--- config.mk ---
export PLATFORM = sky130hd
export DESIGN_NAME = hsv_to_rgb_pipe
export DESIGN_NICKNAME = d
export VERILOG_FILES = /design/src/rtl/hsv_to_rgb_pipe.sv
export SDC_FILE = /design/constraint.sdc
export NUM_CORES = 1
export LEC_CHECK = 0
export ABC_AREA = 1
export CAP_MARGIN = 20
export CELL_PAD_IN_SITES_DETAIL_PLACEMENT = 1
export CELL_PAD_IN_SITES_GLOBAL_PLACEMENT = 1
export CORE_UTILIZATION = 47
export CTS_CLUSTER_DIAMETER = 150
export DETAILED_ROUTE_END_ITERATION = 10
export GPL_TIMING_DRIVEN = 1
export PLACE_DENSITY_LB_ADDON = 0.25
export SLEW_MARGIN = 0
export SYNTH_ARGS = -nofsm -noshare
export SYNTH_HDL_FRONTEND = slang
export SYNTH_SLANG_ARGS = --single-unit
export TNS_END_PERCENT = 1
--- constraint.sdc ---
create_clock -name clk -period 11.21 [get_ports clk]
set_input_delay 1.6815 -clock clk [delete_from_list [all_inputs] [get_ports clk]]
set_output_delay 1.6815 -clock clk [all_outputs]
set_load 0.02 [all_outputs]
--- src/rtl/hsv_to_rgb_pipe.sv ---
// Four-stage HSV (degrees / percent) to RGB converter with valid/ready streaming.
// One global enable advances or freezes every stage together; S4 drives the outputs.
module hsv_to_rgb_pipe #(
  parameter int unsigned H_W   = 9,
  parameter int unsigned P_W   = 7,
  parameter int unsigned OUT_W = 8,
  parameter int unsigned TAG_W = 4
) (
  input  logic             clk,
  input  logic             reset,
  input  logic             in_valid,
  output logic             in_ready,
  input  logic [H_W-1:0]   hue,
  input  logic [P_W-1:0]   saturation,
  input  logic [P_W-1:0]   value,
  input  logic [TAG_W-1:0] in_tag,
  output logic             out_valid,
  input  logic             out_ready,
  output logic [OUT_W-1:0] r,
  output logic [OUT_W-1:0] g,
  output logic [OUT_W-1:0] b,
  output logic [TAG_W-1:0] out_tag,
  output logic             out_err
);
  localparam int unsigned IW     = P_W + H_W + OUT_W;
  localparam int unsigned SEC_W  = 3;
  localparam int unsigned FRAC_W = 6;
  localparam logic [IW-1:0] OUT_MAX = {{(IW-OUT_W){1'b0}}, {OUT_W{1'b1}}};
  localparam logic [IW-1:0] PCT_MAX = IW'(100);
  localparam logic [IW-1:0] DEG_SEC = IW'(60);
  localparam logic [IW-1:0] HUE_MAX = IW'(359);

  logic en;

  logic               s1_valid_q, s1_valid_d, s1_err_q, s1_err_d;
  logic [P_W-1:0]     s1_sat_q, s1_sat_d, s1_val_q, s1_val_d;
  logic [SEC_W-1:0]   s1_sector_q, s1_sector_d;
  logic [FRAC_W-1:0]  s1_frac_q, s1_frac_d;
  logic [TAG_W-1:0]   s1_tag_q, s1_tag_d;

  logic               s2_valid_q, s2_valid_d, s2_err_q, s2_err_d;
  logic [P_W-1:0]     s2_val_q, s2_val_d, s2_vmin_q, s2_vmin_d;
  logic [SEC_W-1:0]   s2_sector_q, s2_sector_d;
  logic [FRAC_W-1:0]  s2_frac_q, s2_frac_d;
  logic [TAG_W-1:0]   s2_tag_q, s2_tag_d;

  logic               s3_valid_q, s3_valid_d, s3_err_q, s3_err_d;
  logic [P_W-1:0]     s3_val_q, s3_val_d, s3_vmin_q, s3_vmin_d;
  logic [P_W-1:0]     s3_vinc_q, s3_vinc_d, s3_vdec_q, s3_vdec_d;
  logic [P_W-1:0]     s3_a;
  logic [SEC_W-1:0]   s3_sector_q, s3_sector_d;
  logic [TAG_W-1:0]   s3_tag_q, s3_tag_d;

  logic               out_valid_q, out_valid_d, out_err_q, out_err_d;
  logic [OUT_W-1:0]   r_q, r_d, g_q, g_d, b_q, b_d;
  logic [P_W-1:0]     r_sel, g_sel, b_sel;
  logic [TAG_W-1:0]   out_tag_q, out_tag_d;

  function automatic logic [OUT_W-1:0] scale(input logic [P_W-1:0] x);
    scale = OUT_W'((IW'(x) * OUT_MAX) / PCT_MAX);
  endfunction

  assign en       = !out_valid_q || out_ready;
  assign in_ready = en;

  // S1: capture inputs, range check, split hue into sector and offset
  always_comb begin
    s1_valid_d  = in_valid;
    s1_err_d    = (IW'(hue) > HUE_MAX) || (IW'(saturation) > PCT_MAX) ||
                  (IW'(value) > PCT_MAX);
    s1_sector_d = SEC_W'(IW'(hue) / DEG_SEC);
    s1_frac_d   = FRAC_W'(IW'(hue) % DEG_SEC);
    s1_sat_d    = saturation;
    s1_val_d    = value;
    s1_tag_d    = in_tag;
  end

  // S2: darkest channel level
  always_comb begin
    s2_valid_d  = s1_valid_q;
    s2_err_d    = s1_err_q;
    s2_sector_d = s1_sector_q;
    s2_frac_d   = s1_frac_q;
    s2_val_d    = s1_val_q;
    s2_tag_d    = s1_tag_q;
    s2_vmin_d   = P_W'(((PCT_MAX - IW'(s1_sat_q)) * IW'(s1_val_q)) / PCT_MAX);
  end

  // S3: rising and falling ramps within the sector
  always_comb begin
    s3_valid_d  = s2_valid_q;
    s3_err_d    = s2_err_q;
    s3_sector_d = s2_sector_q;
    s3_tag_d    = s2_tag_q;
    s3_val_d    = s2_val_q;
    s3_vmin_d   = s2_vmin_q;
    s3_a        = P_W'(((IW'(s2_val_q) - IW'(s2_vmin_q)) * IW'(s2_frac_q)) / DEG_SEC);
    s3_vinc_d   = s2_vmin_q + s3_a;
    s3_vdec_d   = s2_val_q - s3_a;
  end

  // S4: sector mapping, scaling to the output range, error squash
  always_comb begin
    r_sel = s3_val_q;
    g_sel = s3_vinc_q;
    b_sel = s3_vmin_q;
    case (s3_sector_q)
      3'd1:    begin r_sel = s3_vdec_q; g_sel = s3_val_q;  b_sel = s3_vmin_q; end
      3'd2:    begin r_sel = s3_vmin_q; g_sel = s3_val_q;  b_sel = s3_vinc_q; end
      3'd3:    begin r_sel = s3_vmin_q; g_sel = s3_vdec_q; b_sel = s3_val_q;  end
      3'd4:    begin r_sel = s3_vinc_q; g_sel = s3_vmin_q; b_sel = s3_val_q;  end
      3'd5:    begin r_sel = s3_val_q;  g_sel = s3_vmin_q; b_sel = s3_vdec_q; end
      default: begin r_sel = s3_val_q;  g_sel = s3_vinc_q; b_sel = s3_vmin_q; end
    endcase
    out_valid_d = s3_valid_q;
    out_err_d   = s3_err_q;
    out_tag_d   = s3_tag_q;
    r_d         = s3_err_q ? '0 : scale(r_sel);
    g_d         = s3_err_q ? '0 : scale(g_sel);
    b_d         = s3_err_q ? '0 : scale(b_sel);
  end

  always_ff @(posedge clk or posedge reset) begin
    if (reset) begin
      s1_valid_q <= 1'b0; s1_err_q <= 1'b0; s1_sat_q <= '0; s1_val_q <= '0;
      s1_sector_q <= '0; s1_frac_q <= '0; s1_tag_q <= '0;
      s2_valid_q <= 1'b0; s2_err_q <= 1'b0; s2_val_q <= '0; s2_vmin_q <= '0;
      s2_sector_q <= '0; s2_frac_q <= '0; s2_tag_q <= '0;
      s3_valid_q <= 1'b0; s3_err_q <= 1'b0; s3_val_q <= '0; s3_vmin_q <= '0;
      s3_vinc_q <= '0; s3_vdec_q <= '0; s3_sector_q <= '0; s3_tag_q <= '0;
      out_valid_q <= 1'b0; out_err_q <= 1'b0; out_tag_q <= '0;
      r_q <= '0; g_q <= '0; b_q <= '0;
    end else if (en) begin
      s1_valid_q <= s1_valid_d; s1_err_q <= s1_err_d; s1_sat_q <= s1_sat_d;
      s1_val_q <= s1_val_d; s1_sector_q <= s1_sector_d; s1_frac_q <= s1_frac_d;
      s1_tag_q <= s1_tag_d;
      s2_valid_q <= s2_valid_d; s2_err_q <= s2_err_d; s2_val_q <= s2_val_d;
      s2_vmin_q <= s2_vmin_d; s2_sector_q <= s2_sector_d; s2_frac_q <= s2_frac_d;
      s2_tag_q <= s2_tag_d;
      s3_valid_q <= s3_valid_d; s3_err_q <= s3_err_d; s3_val_q <= s3_val_d;
      s3_vmin_q <= s3_vmin_d; s3_vinc_q <= s3_vinc_d; s3_vdec_q <= s3_vdec_d;
      s3_sector_q <= s3_sector_d; s3_tag_q <= s3_tag_d;
      out_valid_q <= out_valid_d; out_err_q <= out_err_d; out_tag_q <= out_tag_d;
      r_q <= r_d; g_q <= g_d; b_q <= b_d;
    end
  end

  assign out_valid = out_valid_q;
  assign out_err   = out_err_q;
  assign out_tag   = out_tag_q;
  assign r         = r_q;
  assign g         = g_q;
  assign b         = b_q;

endmodule
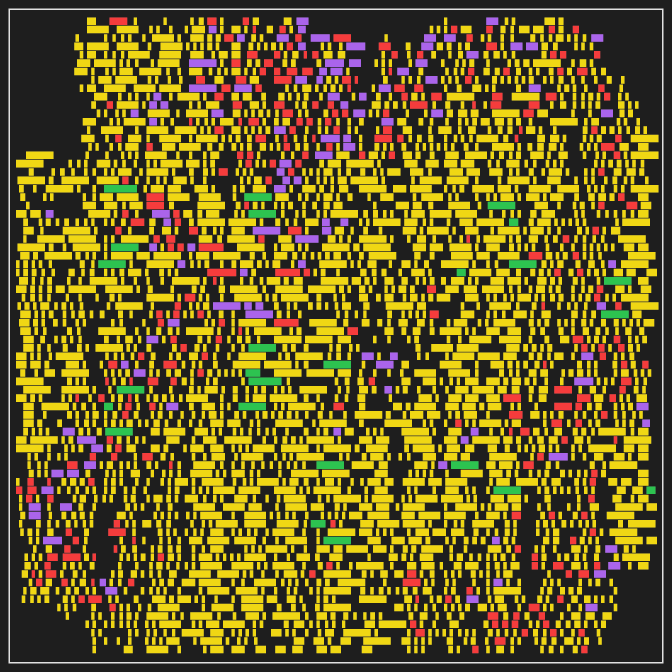
*Cells by drive strength*
legend:
  x6 and larger:
    color: green
    cells: 25
    share: 0.80%
  x3 and x4:
    color: purple
    cells: 110
    share: 3.5%
  x1 and smaller:
    color: yellow
    cells: 2714
    share: 87%
  x2:
    color: red
    cells: 275
    share: 8.8%
Design Area, Final: 0.0232 mm2
fin worst setup slack: 0.229 ns

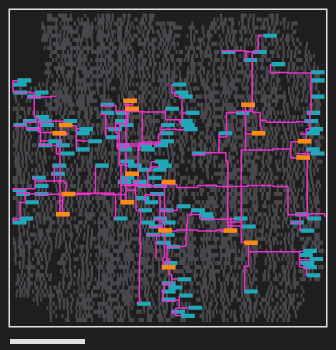
*Clock wires, drivers and flops*
The bar under the picture is 50 um long.
legend:
  clock wires:
    color: magenta
    length: 2510 um
  clock-net drivers:
    color: orange
    count: 17
  flip-flops:
    color: cyan
    count: 125
routed clock nets: 18
clock skew: 0.00999 ns

## stage by stage
step	hold WS (ns)	utilization
after floorplan	0.440	-
after global placement	0.459	0.508
after detailed placement	0.467	0.508
after CTS	0.483	0.523
after global routing	0.510	0.536
final	0.478	0.536
## sequential cells by signal, summed over array words and instances (netlist names), 3 cells and up
name and cells:
s2_val_q 7, s1_tag_q 4, s2_vmin_q 7, s3_vdec_q 7
s1_val_q 7, out_tag 4, r 8, s2_frac_q 6
s2_sector_q 3, b 8, g 8, s3_vinc_q 7
s3_sector_q 3, s1_frac_q 6, s3_val_q 7, out_tag_d 4
s3_vmin_q 7, s1_sat_q 7, s1_sector_q 3, s2_tag_q 4
## worst min-delay path, stage by stage, from the launching register on
cell	delay, ns
dfrtp_1	0.34
nand2_1	0.05
nand2_1	0.05
==> ci_impl_report.md <==
## Synthesis and layout report

| Metric | Value |
|---|---|
| MUX share of area | 0 |
| Synth top area cells | dfrtp_1 (15%), fa_1 (14%), nand2_1 (13%) |
| Die area | 0.0448 mm2 |
| R2R cell count | 74 |
| Logic family by area | simple AND/OR/NAND/NOR gates |
| Simple-Gate Fraction of Synth Area | 0.312 |
| Vias per Instance | 5.30 |
| Critical Path Start | s2_val_q[0] |
| Synthesis warning total | 0 |
| Most frequent cells in the layout | nand2_1 (698), inv_1 (619), ha_1 (186) |
| Crit Path Category | reg -> reg |
| Largest class | multi-input combinational cells |
| Worst Hold Launch | b[0] |
| Worst path arrival time | 11.31 ns |
| CP required | 11.54 ns |
| Largest net degree at the start of global routing | 92 |
| IO Pins | 62 |
| Fin nets | 3475 |
| Max incr delay on CP | 0.56 ns |
| Crit path max-delay family | simple AND/OR/NAND/NOR gates |
| Mapped Cells | 3029 |
| Setup Viol. Count Final | 0 |
| HPWL Detailed | 47200 um |
| Clock root cell | clkbuf_16 |
| Seq Cell Count | 125 |
| Tapcells | 585 |
| IO buf count | 61 |
| Placeable core area | 0.0433 mm2 |
| RSZ-0062 raised after global routing | true |
| Startpoint Class | flop |
| Top cells by count | nand2_1 (729), inv_1 (626), nor2_1 (192), ha_1 (191), o21ai_0 (184) |
| Number of max-cap violations | 0 |
| R2R setup slack | 0.23 ns |
| Yosys top cell by instances | nand2_1 |
| Async S/R FF share, synth | 1.00 |
| Worst-Skew Late Latency | 0.46 ns |
| Met2 Use GR | 0.510 |
| Non-filler instance count after layout | 3709 |
| Crit path capture | s3_vdec_q[6] |
| Yosys cell count | 3029 |
| Routed wl met2 | 31200 um |
| CTS resizes | 8 |
| # placed instances | 3655 |
| Distinct lib cells used | 64 |
| Initial antenna violation count | 1 |
| Die width | 212 um |
| DRC violations left | 0 |
| Status | finished clean |
| Setup TNS | 0 ns |
| Ys flop type | dfrtp_1 |
| Hold depth | 2 |
| Non-clk invs | 656 |
| Violation tally from detailed-route iteration zero | 840 |
| Multi-input gates | 2218 |
| Routed length on met3 | 1400 um |
| Synth area leader | dfrtp_1 |
| Fraction of area in registers | 0.135 |
| Final ANT Viol Nets | 0 |
| Crit path buf inv count | 7 |
| Worst R2R Start | s2_val_q[0] |
| Yosys aoi share | 0.111 |
| # hold bufs at CTS | 0 |
| Reg2reg end | s3_vdec_q[6] |
| Top cell area share | 0.151 |
| Area Growth Syn to Fin | 12.3% |
| Logic share of the area | 0.665 |
| Flop area | 0.00313 mm2 |
| FMAX | 0.0911 GHz |
| Syn_nets | 3392 |
| GPL Wtd Cong | 0.899 |
| Setup WS pre-CTS | -0.360 ns |
| Post-placement cell area | 0.0220 mm2 |
| Repair and plain buffers | 94 |
| DR top layer | met5 |
| XOR/XNOR Area Share | 0.0475 |
| First-pass GRT wire length | 98700 um |
| Gr busiest metal | met2 |
| Stage-log warning count | 56 |
| Floorplan core density | 0.478 |
| Layout cell share with drive strength beyond 1 | 0.131 |
| Slew headroom | 0.431 |
| CTS sink count | 125 |
| NonClk Buf Share | 0.0370 |
| Count of library flops with an enable pin | 0 |
| Registers, synthesis | 125 |
| MI comb area | 0.0154 mm2 |
| Post-CTS setup buffers | 2 |
| Core Rows | 76 |
| Num CTS Buffers | 17 |
| Final-layout clock buffer total | 19 |
| Mapped Area | 0.0207 mm2 |
| Crit path max fanout | 5 |
| Post-Route M1 WL | 24700 um |
| H-tree lvl count | 4 |
| Slowest stage cell on the critical path | fa_1 |
| Cell mode on critical path | nand2_2 |
| Final tally of hold violations | 0 |
| Post-layout period usage | 0.980 |
| CP endpoint kind | flop |
| Syn_area_per_cell | 6.82 um2 |
| Gr ovfl total | 0 |
| Worst min-delay path category | reg -> reg |
| Drt pass-1 iters | 5 |
| Hold Crit Endpoint | b[0] |
| Cell depth of the worst setup path | 74 |
| Slew Viols, Final | 0 |
| TritonCTS clock tree | done |
| Worst-path clk slew | 0.07 ns |
| WL per Instance | 15.9 um |
| Tally of filler cells in the layout | 5707 |
| GR Util met3 | 0.0276 |
| Vias in the first global route | 21109 |
| Tot GR Track Use | 0.267 |
| Via count | 19643 |
| Diodes inserted | 0 |
| Minimum clock period | 10.98 ns |
| Clock Network Area Fraction | 0.0254 |
| Adder Share, Synth | 0.252 |
| YS chip area | 0.0207 mm2 |
| WL final | 58900 um |
